## src/rtl/gbus_packet_arbiter.sv

```systemverilog
// Round-robin drain of N bus packet FIFOs onto one valid/ready channel.
// Read data lands one cycle after rd_en into a 2-entry output/skid buffer.
module gbus_packet_arbiter #(
   parameter int N_SRC = 4,
   parameter int PKT_W = 32,
   parameter int SRC_W = $clog2(N_SRC)
) (
   input  logic                        clk,
   input  logic                        rst_n,
   input  logic [N_SRC-1:0]            fifo_empty,
   input  logic [N_SRC-1:0][PKT_W-1:0] fifo_data,
   input  logic [N_SRC-1:0]            fifo_full_err,
   output logic [N_SRC-1:0]            fifo_rd_en,
   output logic                        bus_valid,
   output logic [PKT_W-1:0]            bus_packet,
   output logic [SRC_W-1:0]            bus_src,
   input  logic                        bus_ready,
   output logic [N_SRC-1:0]            err_sticky
);

   logic [SRC_W-1:0] r_rr_ptr;
   logic             r_pend_v;
   logic [SRC_W-1:0] r_pend_src;
   logic             r_out_v;
   logic [PKT_W-1:0] r_out_pkt;
   logic [SRC_W-1:0] r_out_src;
   logic             r_skd_v;
   logic [PKT_W-1:0] r_skd_pkt;
   logic [SRC_W-1:0] r_skd_src;
   logic [N_SRC-1:0] r_err;

   logic             w_pop;
   logic [1:0]       w_cnt;
   logic             w_credit;
   logic             w_found;
   logic [SRC_W-1:0] w_gnt;
   logic [SRC_W-1:0] w_scan;
   int               w_j;
   logic             w_issue;
   logic [PKT_W-1:0] w_land_pkt;
   logic             w_to_out;

   assign w_pop = r_out_v & bus_ready;
   assign w_cnt = {1'b0, r_out_v} + {1'b0, r_skd_v} + {1'b0, r_pend_v};
   // A read must always find a free slot when it lands next cycle.
   assign w_credit = w_cnt < (2'd2 + {1'b0, w_pop});

   always_comb begin
      w_found = 1'b0;
      w_gnt   = '0;
      w_scan  = '0;
      w_j     = 0;
      for (int k = 1; k <= N_SRC; k++) begin
         w_j    = (int'(r_rr_ptr) + k) % N_SRC;
         w_scan = SRC_W'(w_j);
         if (!w_found && !fifo_empty[w_scan]) begin
            w_found = 1'b1;
            w_gnt   = w_scan;
         end
      end
   end

   assign w_issue = w_credit & w_found;

   always_comb begin
      fifo_rd_en = '0;
      if (w_issue) begin
         fifo_rd_en[w_gnt] = 1'b1;
      end
   end

   assign w_land_pkt = fifo_data[r_pend_src];
   assign w_to_out   = r_pend_v & (~r_out_v | w_pop) & ~r_skd_v;

   always_ff @(posedge clk or negedge rst_n) begin
      if (!rst_n) begin
         r_rr_ptr   <= SRC_W'(N_SRC - 1);
         r_pend_v   <= 1'b0;
         r_pend_src <= '0;
      end else begin
         r_pend_v <= w_issue;
         if (w_issue) begin
            r_pend_src <= w_gnt;
            r_rr_ptr   <= w_gnt;
         end
      end
   end

   always_ff @(posedge clk or negedge rst_n) begin
      if (!rst_n) begin
         r_out_v   <= 1'b0;
         r_out_pkt <= '0;
         r_out_src <= '0;
      end else if (w_pop && r_skd_v) begin
         r_out_v   <= 1'b1;
         r_out_pkt <= r_skd_pkt;
         r_out_src <= r_skd_src;
      end else if (w_to_out) begin
         r_out_v   <= 1'b1;
         r_out_pkt <= w_land_pkt;
         r_out_src <= r_pend_src;
      end else if (w_pop) begin
         r_out_v <= 1'b0;
      end
   end

   always_ff @(posedge clk or negedge rst_n) begin
      if (!rst_n) begin
         r_skd_v   <= 1'b0;
         r_skd_pkt <= '0;
         r_skd_src <= '0;
      end else if (r_pend_v && !w_to_out) begin
         r_skd_v   <= 1'b1;
         r_skd_pkt <= w_land_pkt;
         r_skd_src <= r_pend_src;
      end else if (w_pop && r_skd_v) begin
         r_skd_v <= 1'b0;
      end
   end

   always_ff @(posedge clk or negedge rst_n) begin
      if (!rst_n) begin
         r_err <= '0;
      end else begin
         r_err <= r_err | fifo_full_err;
      end
   end

   assign bus_valid  = r_out_v;
   assign bus_packet = r_out_pkt;
   assign bus_src    = r_out_src;
   assign err_sticky = r_err;

endmodule

```

## config.mk

```make
export PLATFORM = sky130hd
export DESIGN_NAME = gbus_packet_arbiter
export DESIGN_NICKNAME = d
export VERILOG_FILES = /design/src/rtl/gbus_packet_arbiter.sv
export SDC_FILE = /design/constraint.sdc
export NUM_CORES = 1
export LEC_CHECK = 0
export CAP_MARGIN = 20
export CORE_MARGIN = 2
export CORE_UTILIZATION = 42
export DETAILED_ROUTE_END_ITERATION = 12
export GPL_ROUTABILITY_DRIVEN = 0
export PLACE_DENSITY = 0.79
export SKIP_LAST_GASP = 1
export SYNTH_ARGS = -nofsm -noshare
export SYNTH_HDL_FRONTEND = slang
export SYNTH_SLANG_ARGS = --single-unit
```

## constraint.sdc

```tcl
create_clock -name clk -period 3 [get_ports clk]
set_clock_uncertainty 0.1 [all_clocks]
set_input_delay 0.6 -clock clk [delete_from_list [all_inputs] [get_ports clk]]
set_output_delay 0.6 -clock clk [all_outputs]
set_load 0.05 [all_outputs]
```

### Cell sizes after repair

Drawn at 4 px/um.
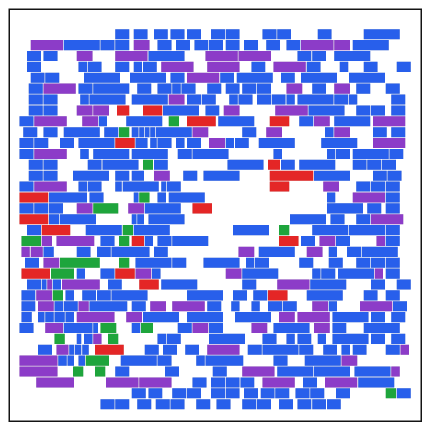
- green: _3 and _4 cells (cells 21; share 4.4%)
- blue: _0 and _1 cells (cells 351; share 74%)
- purple: _2 cells (cells 81; share 17%)
- red: _6 and larger (cells 19; share 4.0%)

### Placed standard cells

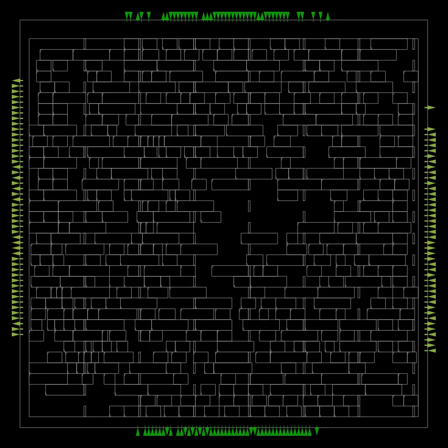
sequential share of cell area: 31.2%
Core Region: 0.00933 mm2
final core occ: 68.2%
# Taps: 129

### Pin placement

Drawn at 4 px/um. Pins as bars across the die edge, other pins in gray.
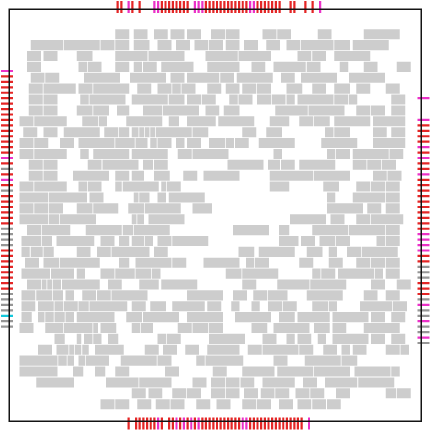
- magenta: bus_packet (pins 32; direction output; edge 12 east, 9 north, 8 south, 3 west)
- cyan: bus_valid (pins 1; direction output; edge west)
- red: fifo_data (pins 128; direction input; edge 39 south, 35 north, 32 west, 22 east)

-- Yosys cell counts (all sizes together) --
| cell type | number |
|---|---|
| a2111oi | 1 |
| a21o | 3 |
| a21oi | 1 |
| a221o | 32 |
| a221oi | 2 |
| a31o | 1 |
| a31oi | 1 |
| and2 | 34 |
| and3 | 1 |
| buf | 12 |
| clkbuf | 9 |
| dfrtp | 77 |
| dfstp | 2 |
| fa | 1 |
| inv | 8 |
| mux2 | 35 |
| mux4 | 32 |
| nand2 | 2 |
| nand2b | 2 |
| nor2 | 4 |
| nor2b | 6 |
| nor3 | 3 |
| nor3b | 1 |
| o21ai | 8 |
| o22ai | 1 |
| or2 | 4 |
-- how the worst max path moves through the flow --
stage               depth (start not counted)       endpoint
floorplan                                   7  fifo_rd_en[1]
global placement                            6  fifo_rd_en[1]
detailed placement                          6  fifo_rd_en[1]
CTS                                         8  fifo_rd_en[1]
global route                                6  fifo_rd_en[1]
finish                                      6  fifo_rd_en[1]
-- layout make-up --
cell class / instances / area share [%]
clock buffer: 9 / 1.95
sequential: 79 / 31.2
tap: 129 / 2.54
multi-input combinational: 175 / 31.6
timing repair buffer: 194 / 31.0
clock inverter: 7 / 1.26
inverter: 8 / 0.472
-- flip-flops by register name, summed over array words and instances (netlist names) --
register,cells
bus_packet,32
r_skd_pkt,32
err_sticky,4
bus_src,2
r_pend_src,2
r_rr_ptr,2
r_skd_src,2
bus_valid,1
r_pend_v,1
r_skd_v,1
-- cells by family after synthesis --
group / after synthesis / synth area share (%)
AND-OR/OR-AND: 50 / 10.8
adder cells (fa/ha/maj): 1 / 0.490
buffers and inverters: 29 / 4.29
flip-flops: 79 / 48.5
multiplexers: 67 / 27.7
AND/OR/NAND/NOR: 57 / 8.36
==> flow_summary.json <==
{
  "status": "finished, final reports clean",
  "syn_area_per_cell_um2": 14.4,
  "layout_top_cells": "176 x clkdlybuf4s50_1, 73 x dfrtp_1, 35 x mux2_2, 32 x a221o_1, 28 x mux4_2",
  "drv_cap": 0,
  "synth_area_mm2": 0.00409,
  "path_cells": "clkdlybuf4s50_1, mux2_2, o22ai_1, a21o_1, nor2b_2, buf_12",
  "p_clk_uw": 827,
  "io_pins": 182,
  "finalMaxSlewViolations": 0,
  "die_area_mm2": 0.0105,
  "wl_per_cell_um": 18.3,
  "ys_cells": 283,
  "switchingPower_mw": 2.87,
  "p_comb_mw": 4.03,
  "synthesis.nets": 423,
  "final_antenna_net_count": 0,
  "design_area_mm2": 0.00636,
  "firstDrtPassIters": 4,
  "postCtsResizedCells": 9,
  "die_height_um": 103,
  "place_ws_ns": -0.148,
  "post-dp-hpwl_um": 7930,
  "logic_area_mm2": 0.00201,
  "mostFrequentLayoutCell": "clkdlybuf4s50_1",
  "period_needed_ns": 2.94,
  "die_x_um": 103,
  "period_used_pct": 98.0
}
